## src/rtl/wheel_bank_if.sv

```systemverilog
// Interface bundling the wheel_bank write, readback and scan ports.
//   master: drives the write request, readback index and scan request; observes status/results.
//   slave : the bank itself; accepts writes and scans, returns readback and scan results.
// Signals:
//   wr_valid/wr_ready/wr_idx/wr_radius/wr_err : write request handshake and range-error pulse
//   rd_idx/rd_radius                          : combinational readback
//   scan_start/scan_ref/scan_busy/scan_done   : scan control and status
//   mismatch_mask/mismatch_cnt                : scan results
interface wheel_bank_if #(
  parameter int unsigned NUM_WHEELS = 4,
  parameter int unsigned RADIUS_W   = 2
);
  localparam int unsigned IdxW = (NUM_WHEELS > 1) ? $clog2(NUM_WHEELS) : 1;
  localparam int unsigned CntW = $clog2(NUM_WHEELS + 1);

  logic                  wr_valid;
  logic                  wr_ready;
  logic [IdxW-1:0]       wr_idx;
  logic [RADIUS_W-1:0]   wr_radius;
  logic                  wr_err;
  logic [IdxW-1:0]       rd_idx;
  logic [RADIUS_W-1:0]   rd_radius;
  logic                  scan_start;
  logic [RADIUS_W-1:0]   scan_ref;
  logic                  scan_busy;
  logic                  scan_done;
  logic [NUM_WHEELS-1:0] mismatch_mask;
  logic [CntW-1:0]       mismatch_cnt;

  modport master (
    output wr_valid, wr_idx, wr_radius, rd_idx, scan_start, scan_ref,
    input  wr_ready, wr_err, rd_radius, scan_busy, scan_done, mismatch_mask, mismatch_cnt
  );

  modport slave (
    input  wr_valid, wr_idx, wr_radius, rd_idx, scan_start, scan_ref,
    output wr_ready, wr_err, rd_radius, scan_busy, scan_done, mismatch_mask, mismatch_cnt
  );
endinterface

```

## src/rtl/wheel_bank.sv

```systemverilog
// Bank of NUM_WHEELS radius registers with a sequential mismatch-scan engine.
// Ports:
//   clk   : single rising-edge clock
//   rst_n : asynchronous active-low reset
//   bus   : wheel_bank_if slave modport (write, readback, scan control and results)
// The scan walks one wheel per cycle comparing against a latched reference, building the
// mismatch mask and count incrementally. Registers are frozen (wr_ready low) while not idle.
module wheel_bank #(
  parameter int unsigned NUM_WHEELS = 4,
  parameter int unsigned RADIUS_W   = 2
) (
  input logic       clk,
  input logic       rst_n,
  wheel_bank_if.slave bus
);
  localparam int unsigned IdxW = (NUM_WHEELS > 1) ? $clog2(NUM_WHEELS) : 1;
  localparam int unsigned CntW = $clog2(NUM_WHEELS + 1);

  typedef enum logic [1:0] {StIdle, StScan, StDone} state_e;

  state_e                state_q, state_d;
  logic [RADIUS_W-1:0]   radius_q [NUM_WHEELS];
  logic [RADIUS_W-1:0]   radius_d [NUM_WHEELS];
  logic [RADIUS_W-1:0]   ref_q, ref_d;
  logic [IdxW-1:0]       ptr_q, ptr_d;
  logic [NUM_WHEELS-1:0] mask_q, mask_d;
  logic [CntW-1:0]       cnt_q, cnt_d;
  logic                  wr_err_q, wr_err_d;

  logic idle;
  logic wr_accept;
  logic scan_accept;
  logic last_wheel;

  assign idle        = (state_q == StIdle);
  assign wr_accept   = bus.wr_valid && idle;
  assign scan_accept = bus.scan_start && idle;
  assign last_wheel  = (ptr_q == IdxW'(NUM_WHEELS - 1));

  // State register
  always_ff @(posedge clk or negedge rst_n) begin
    if (!rst_n) begin
      state_q <= StIdle;
    end else begin
      state_q <= state_d;
    end
  end

  // Next-state logic
  always_comb begin
    state_d = state_q;
    unique case (state_q)
      StIdle:  if (bus.scan_start) state_d = StScan;
      StScan:  if (last_wheel)     state_d = StDone;
      StDone:  state_d = StIdle;
      default: state_d = StIdle;
    endcase
  end

  // Outputs
  always_comb begin
    bus.wr_ready      = idle;
    bus.scan_busy     = !idle;
    bus.scan_done     = (state_q == StDone);
    bus.wr_err        = wr_err_q;
    bus.mismatch_mask = mask_q;
    bus.mismatch_cnt  = cnt_q;
    bus.rd_radius     = '0;
    if (32'(bus.rd_idx) < NUM_WHEELS) begin
      bus.rd_radius = radius_q[bus.rd_idx];
    end
  end

  // Datapath next-state: register writes and incremental scan results
  always_comb begin
    for (int i = 0; i < NUM_WHEELS; i++) begin
      radius_d[i] = radius_q[i];
      // Out-of-range indices never match any wheel, so no register changes for them.
      if (wr_accept && (bus.wr_idx == IdxW'(i))) begin
        radius_d[i] = bus.wr_radius;
      end
    end
    wr_err_d = wr_accept && !(32'(bus.wr_idx) < NUM_WHEELS);

    ref_d  = ref_q;
    ptr_d  = ptr_q;
    mask_d = mask_q;
    cnt_d  = cnt_q;
    if (scan_accept) begin
      ref_d  = bus.scan_ref;
      ptr_d  = '0;
      mask_d = '0;
      cnt_d  = '0;
    end else if (state_q == StScan) begin
      // Scan reads registered values, so a write landing with scan_start is seen.
      if (radius_q[ptr_q] != ref_q) begin
        mask_d[ptr_q] = 1'b1;
        cnt_d         = cnt_q + CntW'(1);
      end
      ptr_d = ptr_q + IdxW'(1);
    end
  end

  always_ff @(posedge clk or negedge rst_n) begin
    if (!rst_n) begin
      for (int i = 0; i < NUM_WHEELS; i++) begin
        radius_q[i] <= '0;
      end
      ref_q    <= '0;
      ptr_q    <= '0;
      mask_q   <= '0;
      cnt_q    <= '0;
      wr_err_q <= 1'b0;
    end else begin
      for (int i = 0; i < NUM_WHEELS; i++) begin
        radius_q[i] <= radius_d[i];
      end
      ref_q    <= ref_d;
      ptr_q    <= ptr_d;
      mask_q   <= mask_d;
      cnt_q    <= cnt_d;
      wr_err_q <= wr_err_d;
    end
  end
endmodule

```

## src/flat_wrapper.sv

```systemverilog
// flat-port wrapper written by rule: the top's interface ports become plain ports
module wheel_bank_flat 
#(
  parameter int unsigned NUM_WHEELS = 4,
  parameter int unsigned RADIUS_W   = 2
)
  (clk, rst_n, bus_wr_valid, bus_wr_idx, bus_wr_radius, bus_rd_idx, bus_scan_start, bus_scan_ref, bus_wr_ready, bus_wr_err, bus_rd_radius, bus_scan_busy, bus_scan_done, bus_mismatch_mask, bus_mismatch_cnt);
  wheel_bank_if #(.NUM_WHEELS(NUM_WHEELS), .RADIUS_W(RADIUS_W)) bus_i ();
  input logic clk;
  input logic rst_n;
  input wire logic [$bits(bus_i.wr_valid)-1:0] bus_wr_valid;
  input wire logic [$bits(bus_i.wr_idx)-1:0] bus_wr_idx;
  input wire logic [$bits(bus_i.wr_radius)-1:0] bus_wr_radius;
  input wire logic [$bits(bus_i.rd_idx)-1:0] bus_rd_idx;
  input wire logic [$bits(bus_i.scan_start)-1:0] bus_scan_start;
  input wire logic [$bits(bus_i.scan_ref)-1:0] bus_scan_ref;
  output wire logic [$bits(bus_i.wr_ready)-1:0] bus_wr_ready;
  output wire logic [$bits(bus_i.wr_err)-1:0] bus_wr_err;
  output wire logic [$bits(bus_i.rd_radius)-1:0] bus_rd_radius;
  output wire logic [$bits(bus_i.scan_busy)-1:0] bus_scan_busy;
  output wire logic [$bits(bus_i.scan_done)-1:0] bus_scan_done;
  output wire logic [$bits(bus_i.mismatch_mask)-1:0] bus_mismatch_mask;
  output wire logic [$bits(bus_i.mismatch_cnt)-1:0] bus_mismatch_cnt;
  assign bus_i.wr_valid = bus_wr_valid;
  assign bus_i.wr_idx = bus_wr_idx;
  assign bus_i.wr_radius = bus_wr_radius;
  assign bus_i.rd_idx = bus_rd_idx;
  assign bus_i.scan_start = bus_scan_start;
  assign bus_i.scan_ref = bus_scan_ref;
  assign bus_wr_ready = bus_i.wr_ready;
  assign bus_wr_err = bus_i.wr_err;
  assign bus_rd_radius = bus_i.rd_radius;
  assign bus_scan_busy = bus_i.scan_busy;
  assign bus_scan_done = bus_i.scan_done;
  assign bus_mismatch_mask = bus_i.mismatch_mask;
  assign bus_mismatch_cnt = bus_i.mismatch_cnt;
  wheel_bank #(.NUM_WHEELS(NUM_WHEELS), .RADIUS_W(RADIUS_W)) u_core (.clk(clk), .rst_n(rst_n), .bus(bus_i));
endmodule
```

## config.mk

```make
export PLATFORM = sky130hd
export DESIGN_NAME = wheel_bank_flat
export DESIGN_NICKNAME = d
export VERILOG_FILES = /design/src/rtl/wheel_bank_if.sv /design/src/rtl/wheel_bank.sv /design/src/flat_wrapper.sv
export SDC_FILE = /design/constraint.sdc
export NUM_CORES = 1
export LEC_CHECK = 0
export CAP_MARGIN = 20
export CORE_MARGIN = 4
export CORE_UTILIZATION = 55
export CTS_BUF_LIST = sky130_fd_sc_hd__clkbuf_8
export CTS_CLUSTER_SIZE = 30
export DETAILED_ROUTE_END_ITERATION = 16
export GPL_ROUTABILITY_DRIVEN = 0
export GPL_TIMING_DRIVEN = 0
export PLACE_DENSITY = 0.86
export SKIP_CTS_REPAIR_TIMING = 1
export SYNTH_ARGS = -nofsm -noshare
export SYNTH_HDL_FRONTEND = slang
export SYNTH_SLANG_ARGS = --single-unit
```

## constraint.sdc

```tcl
create_clock -name clk -period 3.1 [get_ports clk]
set_input_delay 0.465 -clock clk [delete_from_list [all_inputs] [get_ports clk]]
set_output_delay 0.465 -clock clk [all_outputs]
set_load 0.02 [all_outputs]
```

Run 1, clock wiring as the flow saved it:
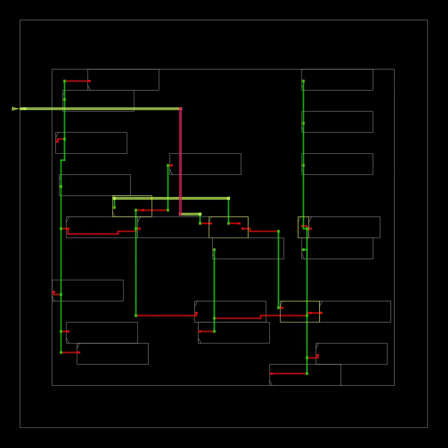
clock latency reported for the late side of the worst-skew pair: 250 ps
CTS buffer count: 3
worst clock skew on the final layout: 2.56 ps

Run 1, I/O pins on the die edge:
Pins as bars across the die edge, other pins in gray.
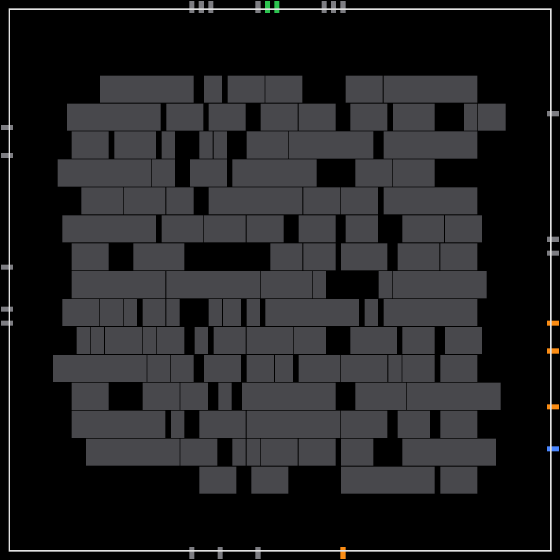
bus_rd_idx -> green  # pins 2, direction input, edge top
bus_mismatch_mask -> orange  # pins 4, direction output, edge 3 right, 1 bottom
rst_n -> blue  # pins 1, direction input, edge right
all pins by edge = 9 top, 7 right, 5 left, 4 bottom
die width: 52.6 µm
I/O Buffers: 23
Die H: 52.6 µm

Run 1, gate families picked out:
The bar under the picture is 20 µm long.
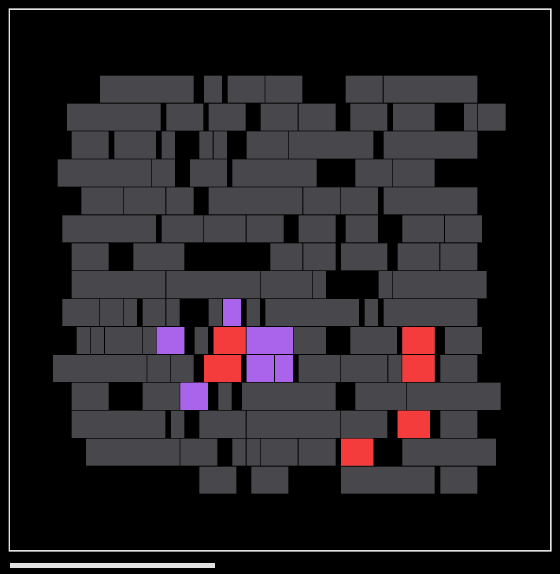
non-inverting ao/oa cells -> red  # cells 6
aoi and oai cells -> purple  # cells 6

==> metrics.json, run 1 <==
{
  "logic_synthesis": {
    "post_synth_xor_area_fraction_pct": 3.20,
    "compound_area_share_pct": 9.04,
    "yosys-stat-cells": 90,
    "number_of_distinct_standard_cells_referenced_by_the_synthesized_netlist": 28,
    "ff_type": "sky130_fd_sc_hd__dfrtp_1",
    "number_of_flops_mapped_to_enable_cells_by_yosys": 0,
    "synthTopCellsByCount": "21 x sky130_fd_sc_hd__dfrtp_1, 10 x sky130_fd_sc_hd__nand2_1, 8 x sky130_fd_sc_hd__mux2_2",
    "postSynthSeqShare_pct": 48.1,
    "yosys.area.top_type": "sky130_fd_sc_hd__dfrtp_1",
    "synth_cells": 90,
    "library_cell_with_the_highest_instance_count_after_synthesis": "sky130_fd_sc_hd__dfrtp_1",
    "floorplan.nets": 107,
    "synth.top_cell.area_share_pct": 48.1,
    "yosysWarnings": 0
  },
  "floorplan": {
    "core_util_floorplan_pct": 60.7,
    "ioPinCount": 25,
    "floorplan.die_area_mm2": 0.00277,
    "coreArea_mm2": 0.00180
  },
  "sta": {
    "rsz0062_at_grt": "false",
    "timing.slew.headroom_pct": 40.2,
    "finalCriticalPeriod_ps": 2510,
    "fmaxAchievable_ghz": 0.399,
    "period_used_pct": 80.9,
    "final-setup-viol-count": 0,
    "timing.final.max_slew_violations": 0,
    "hold_viol_final": 0,
    "worstMarginPinSlew_ps": 894
  },
  "power": {
    "p_leak_nw": 0.609
  },
  "run_status": {
    "outcome": "completed"
  },
  "global_route": {
    "gr-usage-all-layers_pct": 17.3,
    "grt_max_degree": 22,
    "grt.overflow.total": 0,
    "grt_first_pass_wirelength_mm": 3.46,
    "first_global_vias": 781
  },
  "cts": {
    "clk_root_buffer_cell": "sky130_fd_sc_hd__clkbuf_8",
    "path_clk_slew_ps": 70
  },
  "drt": {
    "postRouteAntennaNets": 0,
    "detailedRoute.firstIterationViolations": 7
  },
  "final_layout": {
    "num_antenna_cells": 0,
    "layout-drive-gt1-share_pct": 16.2,
    "stdcell_area_mm2": 0.00140,
    "final-instance-count-excl-fill": 142,
    "layout.nets": 135
  },
  "critical_path": {
    "timing.critical_path.required_ps": 2630,
    "setup.worst_path.end_class": "primary output",
    "worst_r2r_start": "u_core.ptr_q[0]$_DFFE_PN0P_",
    "critical_path.startpoint_type": "primary input"
  },
  "placement": {
    "detailed_place.area_mm2": 0.00136,
    "dp_cells": 138
  },
  "worst_hold_path": {
    "worst_min_delay_path_class": "register to register"
  }
}
## run 1: critical path, stage by stage
cell	delay, ps
sky130_fd_sc_hd__clkdlybuf4s50_1	520
sky130_fd_sc_hd__mux4_2	510
sky130_fd_sc_hd__clkdlybuf4s50_1	550
## run 1: final cells by class
type | count | area [µm²]
fill | 133 | 402
clock buffer | 3 | 41.3
multi-input combinational | 63 | 534
inverter | 4 | 15.0
buffer | 2 | 18.8
timing repair buffer | 23 | 230
tap | 25 | 31.3
clock inverter | 1 | 3.75
sequential | 21 | 526
## run 1: report_power, final
part           total [W]  leakage, nW  internal (W)  switching [W]
sequential      0.000540        0.255      0.000411       0.000129
combinational   0.000832        0.328      0.000434       0.000398
clock           0.000168       0.0269     0.0000880      0.0000802
total            0.00154        0.609      0.000933       0.000607
## run 1: through the flow
stage,hold WS (ps),util [%]
6_report,479,77.7
5_1_grt,501,77.7
4_1_cts,483,77.7
3_5_place_dp,473,75.2
3_3_place_gp,459,75.2
2_1_floorplan,169,-
## run 1: flip-flops by register name, indices dropped and copies added (netlist names)
register / cells
u_core.ref_q: 2
u_core.ptr_q: 2
u_core.radius_q: 8
u_core.state_q: 2
u_core.bus.mismatch_cnt: 3
u_core.bus.mismatch_mask: 4
## run 1: final timing paths
| path | endpoint | slack (ps) | depth (start not counted) |
|---|---|---|---|
| max in group asynchronous | u_core.bus.mismatch_cnt[0]$_DFFE_PN0P_ | 1840 | 1 |
| hold / removal | u_core.bus.mismatch_cnt[2]$_DFFE_PN0P_ | 480 | 1 |
| hold reg to reg | u_core.bus.mismatch_cnt[2]$_DFFE_PN0P_ | 480 | 1 |
| setup / recovery | bus_rd_radius[1] | 590 | 3 |
| min in group asynchronous | u_core.bus.mismatch_mask[3]$_DFFE_PN0P_ | 710 | 1 |
| setup reg to reg | u_core.bus.mismatch_cnt[0]$_DFFE_PN0P_ | 1340 | 6 |
## run 1: kinds of logic (layout without fill, tap and decap cells)
logic type	Yosys count	count (layout)
xor+xnor	4	4
buf+inv	6	33
compound gates	12	12
other cells	1	1
mux	19	19
fa+ha+maj	5	5
simple gates	22	22
flops	21	21
## run 1: placed cells by master, fill, tap and decap left out, types with 3 or more instances in the layout
cell	count
sky130_fd_sc_hd__a22o_1	5
sky130_fd_sc_hd__clkbuf_8	3
sky130_fd_sc_hd__clkdlybuf4s50_1	23
sky130_fd_sc_hd__dfrtp_1	21
sky130_fd_sc_hd__ha_1	5
sky130_fd_sc_hd__inv_1	5
sky130_fd_sc_hd__mux2_2	8
sky130_fd_sc_hd__mux2i_1	7
sky130_fd_sc_hd__nand2_1	10
sky130_fd_sc_hd__nor2_1	4
sky130_fd_sc_hd__xnor2_1	4
## run 1: metal layers
| layer | vias to the layer above | part of all wire (%) | GRT usage (%) |
|---|---|---|---|
| met5 | - | 0 | 0 |
| met4 | 0 | 0.65 | 5.96 |
| met3 | 2 | 5.0 | 5.70 |
| met2 | 14 | 49 | 27.9 |
| met1 | 369 | 45 | 21.7 |
| li1 | 372 | - | - |
==> run 1 -> run 2 <==
--- a/config.mk
+++ b/config.mk
@@ -7,13 +7,13 @@
 export LEC_CHECK = 0
 export CAP_MARGIN = 20
 export CORE_MARGIN = 4
-export CORE_UTILIZATION = 55
+export CORE_UTILIZATION = 46
 export CTS_BUF_LIST = sky130_fd_sc_hd__clkbuf_8
 export CTS_CLUSTER_SIZE = 30
 export DETAILED_ROUTE_END_ITERATION = 16
 export GPL_ROUTABILITY_DRIVEN = 0
 export GPL_TIMING_DRIVEN = 0
-export PLACE_DENSITY = 0.86
+export PLACE_DENSITY = 0.77
 export SKIP_CTS_REPAIR_TIMING = 1
 export SYNTH_ARGS = -nofsm -noshare
 export SYNTH_HDL_FRONTEND = slang
==> constraint.sdc (replaced) <==
create_clock -name clk -period 2.22 [get_ports clk]
set_input_delay 0.333 -clock clk [delete_from_list [all_inputs] [get_ports clk]]
set_output_delay 0.333 -clock clk [all_outputs]
set_load 0.02 [all_outputs]
Run 2, routed metal, one color a layer:
Only two layers are drawn.
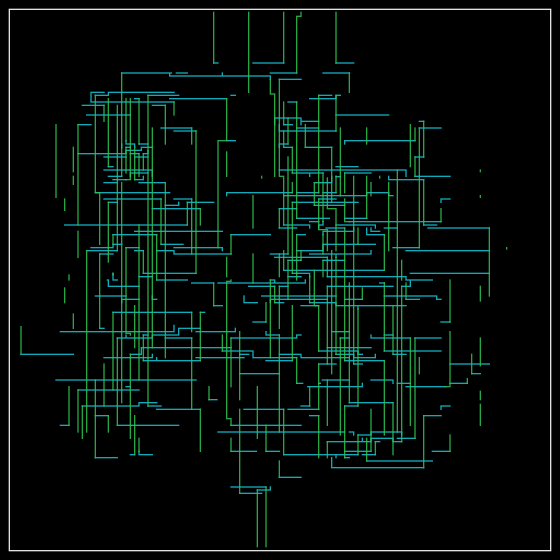
M1 -> cyan  # wire length 841 µm
M2 -> green  # wire length 1040 µm

Run 2, I/O pins on the die edge:
Pins as bars across the die edge, other pins in gray.
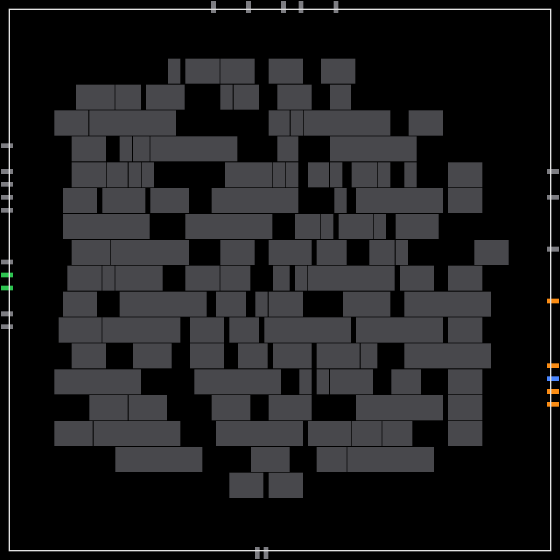
die width: 56.8 µm
Die H: 56.8 µm

Run 2, gate families picked out:
The bar under the picture is 20 µm long.
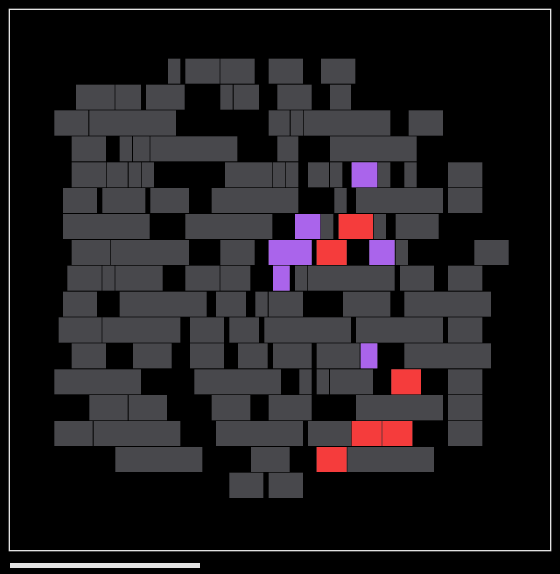
share of the final layout cell area in multi-input gates: 37.9%
count of placed standard cells in the final layout, fillers left out: 145

==> run 2 against run 1 <==
Largest cell class unchanged. Global-route usage down 3.7 points. Sequential share of layout area down 0.23 points. First-iteration DRC count up 57%. Critical endpoint unchanged. Critical path type unchanged. Synthesized area unchanged. Synthesized cell count unchanged. Worst hold slack better by 7.7 ps. Highest routed layer unchanged.
==> metrics.json, run 2 <==
{
  "run_status": {
    "outcome": "completed"
  },
  "logic_synthesis": {
    "library_cell_with_the_highest_instance_count_after_synthesis": "sky130_fd_sc_hd__dfrtp_1",
    "postSynthSeqShare_pct": 48.1,
    "number_of_flops_mapped_to_enable_cells_by_yosys": 0,
    "number_of_distinct_standard_cells_referenced_by_the_synthesized_netlist": 28
  },
  "power": {
    "net-switching-power_w": 0.000851,
    "power_frac_comb_pct": 53.6
  },
  "worst_hold_path": {
    "worstHoldPathCells": 1,
    "hold-path-endpoint": "u_core.bus.mismatch_cnt[2]$_DFFE_PN0P_"
  },
  "sta": {
    "final-setup-viol-count": 0,
    "timing.slew.headroom_pct": 36.3,
    "hold_viol_final": 0,
    "timing.final.max_slew_violations": 0,
    "fmaxAchievable_ghz": 0.519
  },
  "floorplan": {
    "ioPinCount": 25,
    "core_util_floorplan_pct": 49.0
  },
  "global_route": {
    "gr-usage-all-layers_pct": 13.7,
    "grt_first_pass_wirelength_mm": 3.44,
    "grt.overflow.total": 0
  },
  "critical_path": {
    "timing.critical_path.required_ps": 1890,
    "cpPeakStageDelay_ps": 520,
    "critical_path.startpoint_type": "primary input",
    "timing.critical_path.cells": "clkdlybuf4s50_1, mux4_2, dlymetal6s2s_1",
    "cp_top_family": "buffers and inverters"
  },
  "final_layout": {
    "filler_cell_count": 203,
    "layout-drive-gt1-share_pct": 16.2,
    "mostFrequentLayoutCells": "21 x sky130_fd_sc_hd__clkdlybuf4s50_1, 21 x sky130_fd_sc_hd__dfrtp_1, 10 x sky130_fd_sc_hd__nand2_1"
  },
  "placement": {
    "detailed_place.area_mm2": 0.00136
  }
}
[run 2: power by group through the flow]
stage / Clock [W] / Combinational (W) / Sequential, W
after floorplan: 0 / 0.000743 / 0.000791
after global placement: 0 / 0.00113 / 0.000750
after detailed placement: 0 / 0.00117 / 0.000760
after CTS: 0.000252 / 0.00117 / 0.000754
after global routing: 0.000271 / 0.00126 / 0.000780
final: 0.000242 / 0.00115 / 0.000754
[run 2: layout make-up]
type	instances	area [µm²]	area share, %
plain buffers	2	18.8	1.33
clock buffers	3	41.3	2.93
clock inverters	1	3.75	0.266
inverters	4	15.0	1.07
multi-input cells	63	534	37.9
flip-flops and latches	21	526	37.3
well taps	28	35.0	2.49
repair buffers	23	235	16.7
[run 2: per-layer routing]
layer	share of wire [%]	global-route usage, %	up-vias	wire length, µm
met5	0	0	-	0
met4	0.49	2.98	0	10
met3	7.9	5.29	2	161
met2	51	24.1	23	1040
met1	41	15.6	396	840
li1	-	-	377	-
[run 2: stage by stage]
stage	total power, W	utilization, %
6_report	0.00215	63.1
5_1_grt	0.00231	63.1
4_1_cts	0.00218	62.9
3_5_place_dp	0.00193	60.8
3_3_place_gp	0.00188	60.8
2_1_floorplan	0.00153	-
[run 2: cells by family after synthesis]
logic type / after synthesis / share of synthesized area [%]
fa+ha+maj: 5 / 5.72
buf+inv: 6 / 3.09
xor+xnor: 4 / 3.20
compound gates: 12 / 9.04
mux: 19 / 20.8
simple gates: 22 / 9.73
flops: 21 / 48.1
other cells: 1 / 0.343
[run 2: how the worst max path moves through the flow]
stage | endpoint | depth (start not counted) | from
finish | bus_rd_radius[1] | 3 | bus_rd_idx[0]
global route | bus_wr_ready | 2 | u_core.state_q[0]$_DFFE_PN0P_
CTS | bus_rd_radius[1] | 3 | bus_rd_idx[0]
detailed placement | bus_rd_radius[1] | 3 | bus_rd_idx[0]
global placement | bus_rd_radius[0] | 3 | bus_rd_idx[0]
floorplan | u_core.radius_q[2]$_DFFE_PN0P_ | 4 | u_core.state_q[0]$_DFFE_PN0P_
==> run 2 -> run 3 <==
--- a/config.mk
+++ b/config.mk
@@ -13,7 +13,8 @@
 export DETAILED_ROUTE_END_ITERATION = 16
 export GPL_ROUTABILITY_DRIVEN = 0
 export GPL_TIMING_DRIVEN = 0
-export PLACE_DENSITY = 0.77
+export MAX_ROUTING_LAYER = met4
+export PLACE_DENSITY = 0.82
 export SKIP_CTS_REPAIR_TIMING = 1
 export SYNTH_ARGS = -nofsm -noshare
 export SYNTH_HDL_FRONTEND = slang
Run 3, routed metal, one color a layer:
Only two layers are drawn.
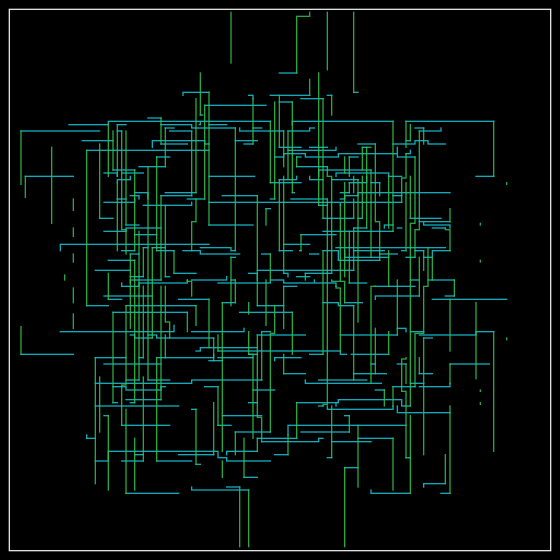
M2 -> green  # wire length 1080 µm
M1 -> cyan  # wire length 861 µm
detail-routed net length per standard cell: 14.2 µm
overall global routing resource usage: 14.5%
detailed-route via count: 778
Detailed Route WL: 2.06 mm

Run 3, gate families picked out:
The bar under the picture is 20 µm long.
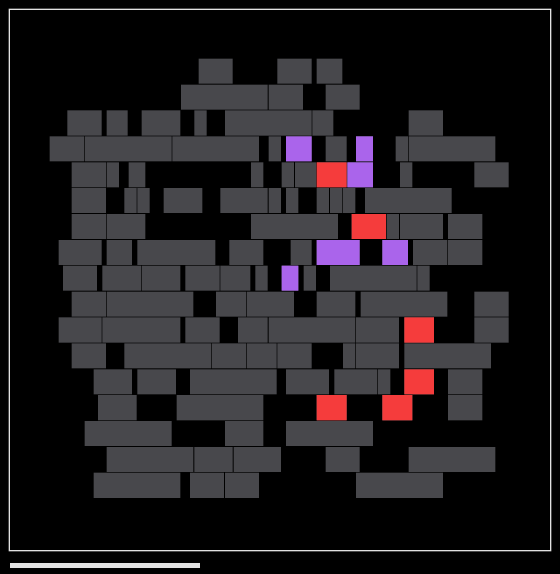
non-inverting ao/oa cells -> red  # cells 6
aoi and oai cells -> purple  # cells 6

Run 3, I/O pins on the die edge:
Pins as bars across the die edge, other pins in gray.
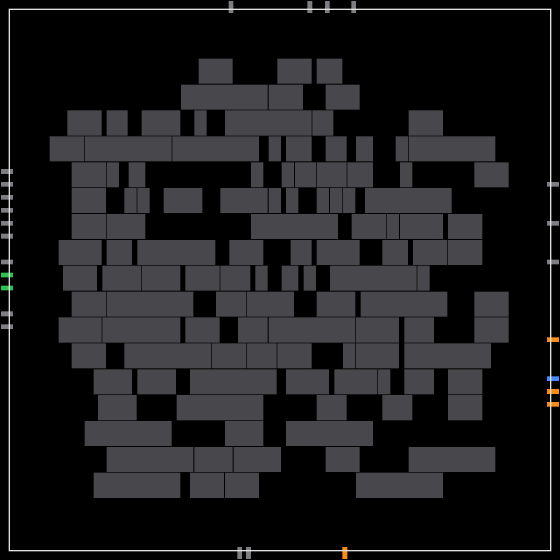

==> run 3 against run 2 <==
Sequential cell count is the same. Largest power group unchanged. Sequential power shrank 0.8%. Critical endpoint unchanged. Clock-buffer cell count is the same. Core utilization is the same. Routed wire length grew 0.63%. Setup slack lost 11 ps. Final area is the same. Synthesized cell count is the same. First-iteration DRC count shrank 82%. Fmax shrank 0.58%. Combinational power is essentially flat. Register-to-register slack is essentially flat.
==> metrics.json, run 3 <==
{
  "run_status": {
    "outcome": "completed"
  },
  "critical_path": {
    "timing.critical_path.cells": "clkdlybuf4s50_1, mux4_2, dlymetal6s2s_1",
    "critical_path_depth": 3,
    "cp_top_family": "buffers and inverters"
  },
  "power": {
    "power_frac_comb_pct": 53.6,
    "clock_power_share_pct": 11.4
  },
  "logic_synthesis": {
    "yosys-stat-cells": 90,
    "yosysWarnings": 0,
    "synthTopCellsByCount": "21 x sky130_fd_sc_hd__dfrtp_1, 10 x sky130_fd_sc_hd__nand2_1, 8 x sky130_fd_sc_hd__mux2_2",
    "number_of_distinct_standard_cells_referenced_by_the_synthesized_netlist": 28
  },
  "final_layout": {
    "num_antenna_cells": 0,
    "final-instance-count-excl-fill": 145,
    "layout.nets": 135
  },
  "placement": {
    "portBuffers": 23,
    "dp_cells": 141
  },
  "sta": {
    "fin_worst_skew_ps": 2.69,
    "timing.slew.headroom_pct": 37.2,
    "finalCriticalPeriod_ps": 1940
  },
  "drt": {
    "top_layer_used": "met4"
  },
  "worst_hold_path": {
    "worstHoldPathCells": 1
  },
  "cts": {
    "path_clk_slew_ps": 70
  },
  "floorplan": {
    "ioPinCount": 25
  }
}
run 3: cell counts after synthesis:
Identical to the previous run, type by type.
run 3: area by class of cell:
| cell class | count | area share [%] |
|---|---|---|
| multi-input cells | 63 | 37.9 |
| flip-flops and latches | 21 | 37.3 |
| repair buffers | 23 | 16.7 |
| inverters | 4 | 1.07 |
| clock inverters | 1 | 0.266 |
| plain buffers | 2 | 1.33 |
| well taps | 28 | 2.49 |
| clock buffers | 3 | 2.93 |
run 3: power groups by stage:
stage,logic [W],registers [W],clock network (W)
final,0.00115,0.000748,0.000245
after floorplan,0.000743,0.000791,0
after detailed placement,0.00117,0.000760,0
after CTS,0.00118,0.000753,0.000252
after global routing,0.00127,0.000780,0.000270
after global placement,0.00114,0.000747,0
run 3: worst paths after layout:
path	startpoint	to
min	u_core.bus.mismatch_cnt[2]$_DFFE_PN0P_	u_core.bus.mismatch_cnt[2]$_DFFE_PN0P_
min in group asynchronous	rst_n	u_core.bus.mismatch_mask[2]$_DFFE_PN0P_
max	bus_rd_idx[0]	bus_rd_radius[1]
min reg2reg	u_core.bus.mismatch_cnt[2]$_DFFE_PN0P_	u_core.bus.mismatch_cnt[2]$_DFFE_PN0P_
max in group asynchronous	rst_n	u_core.radius_q[7]$_DFFE_PN0P_
max reg2reg	u_core.ptr_q[0]$_DFFE_PN0P_	u_core.bus.mismatch_cnt[0]$_DFFE_PN0P_
run 3: logic make-up after synthesis:
| kind of cell | after synthesis | share of synthesized area (%) |
|---|---|---|
| buffers and inverters | 6 | 3.09 |
| AOI/OAI and AO/OA | 12 | 9.04 |
| xor gates and xnor gates | 4 | 3.20 |
| adders and majority gates | 5 | 5.72 |
| muxes | 19 | 20.8 |
| DFF | 21 | 48.1 |
| and+or+nand+nor | 22 | 9.73 |
| other | 1 | 0.343 |
run 3: per-layer routing:
metal  vias to the layer above  global-route usage (%)
met2                        18                    25.1
li1                        375                       -
met3                         2                    2.76
met1                       383                    16.4
met4                         0                    5.96
met5                         -                       -
run 3: metrics by stage:
stage                     hold WS [ps]  area [µm²]  util (%)
after floorplan                   37.4        1090         -
after global placement             462        1360      60.8
after detailed placement           477        1360      60.8
after CTS                          487        1400      62.9
after global routing               517        1410      63.1
final                              481        1410      63.1

==> layout pictures side by side <==
Sequential cells grouped by signal name.
The bar under the picture is 20 µm long. Other sequential cells in the stronger gray, the rest of the logic in the fainter gray.
Plate I
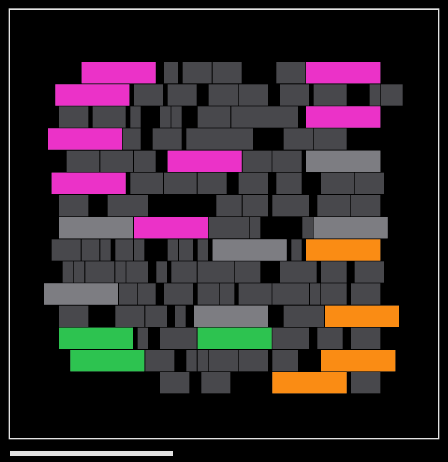
Plate II
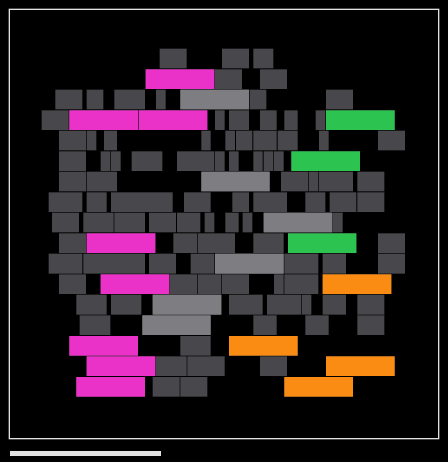
Of these, largest die: Plate II
- Plate II = run 3
- Plate I = run 1

Key to Plate I:
u_core.bus.mismatch_mask -> orange  # sequential cells 4, where bottom right
u_core.radius_q -> magenta  # sequential cells 8
u_core.bus.mismatch_cnt -> green  # sequential cells 3

No activity file was given, so power comes from the tool's default toggle rates.
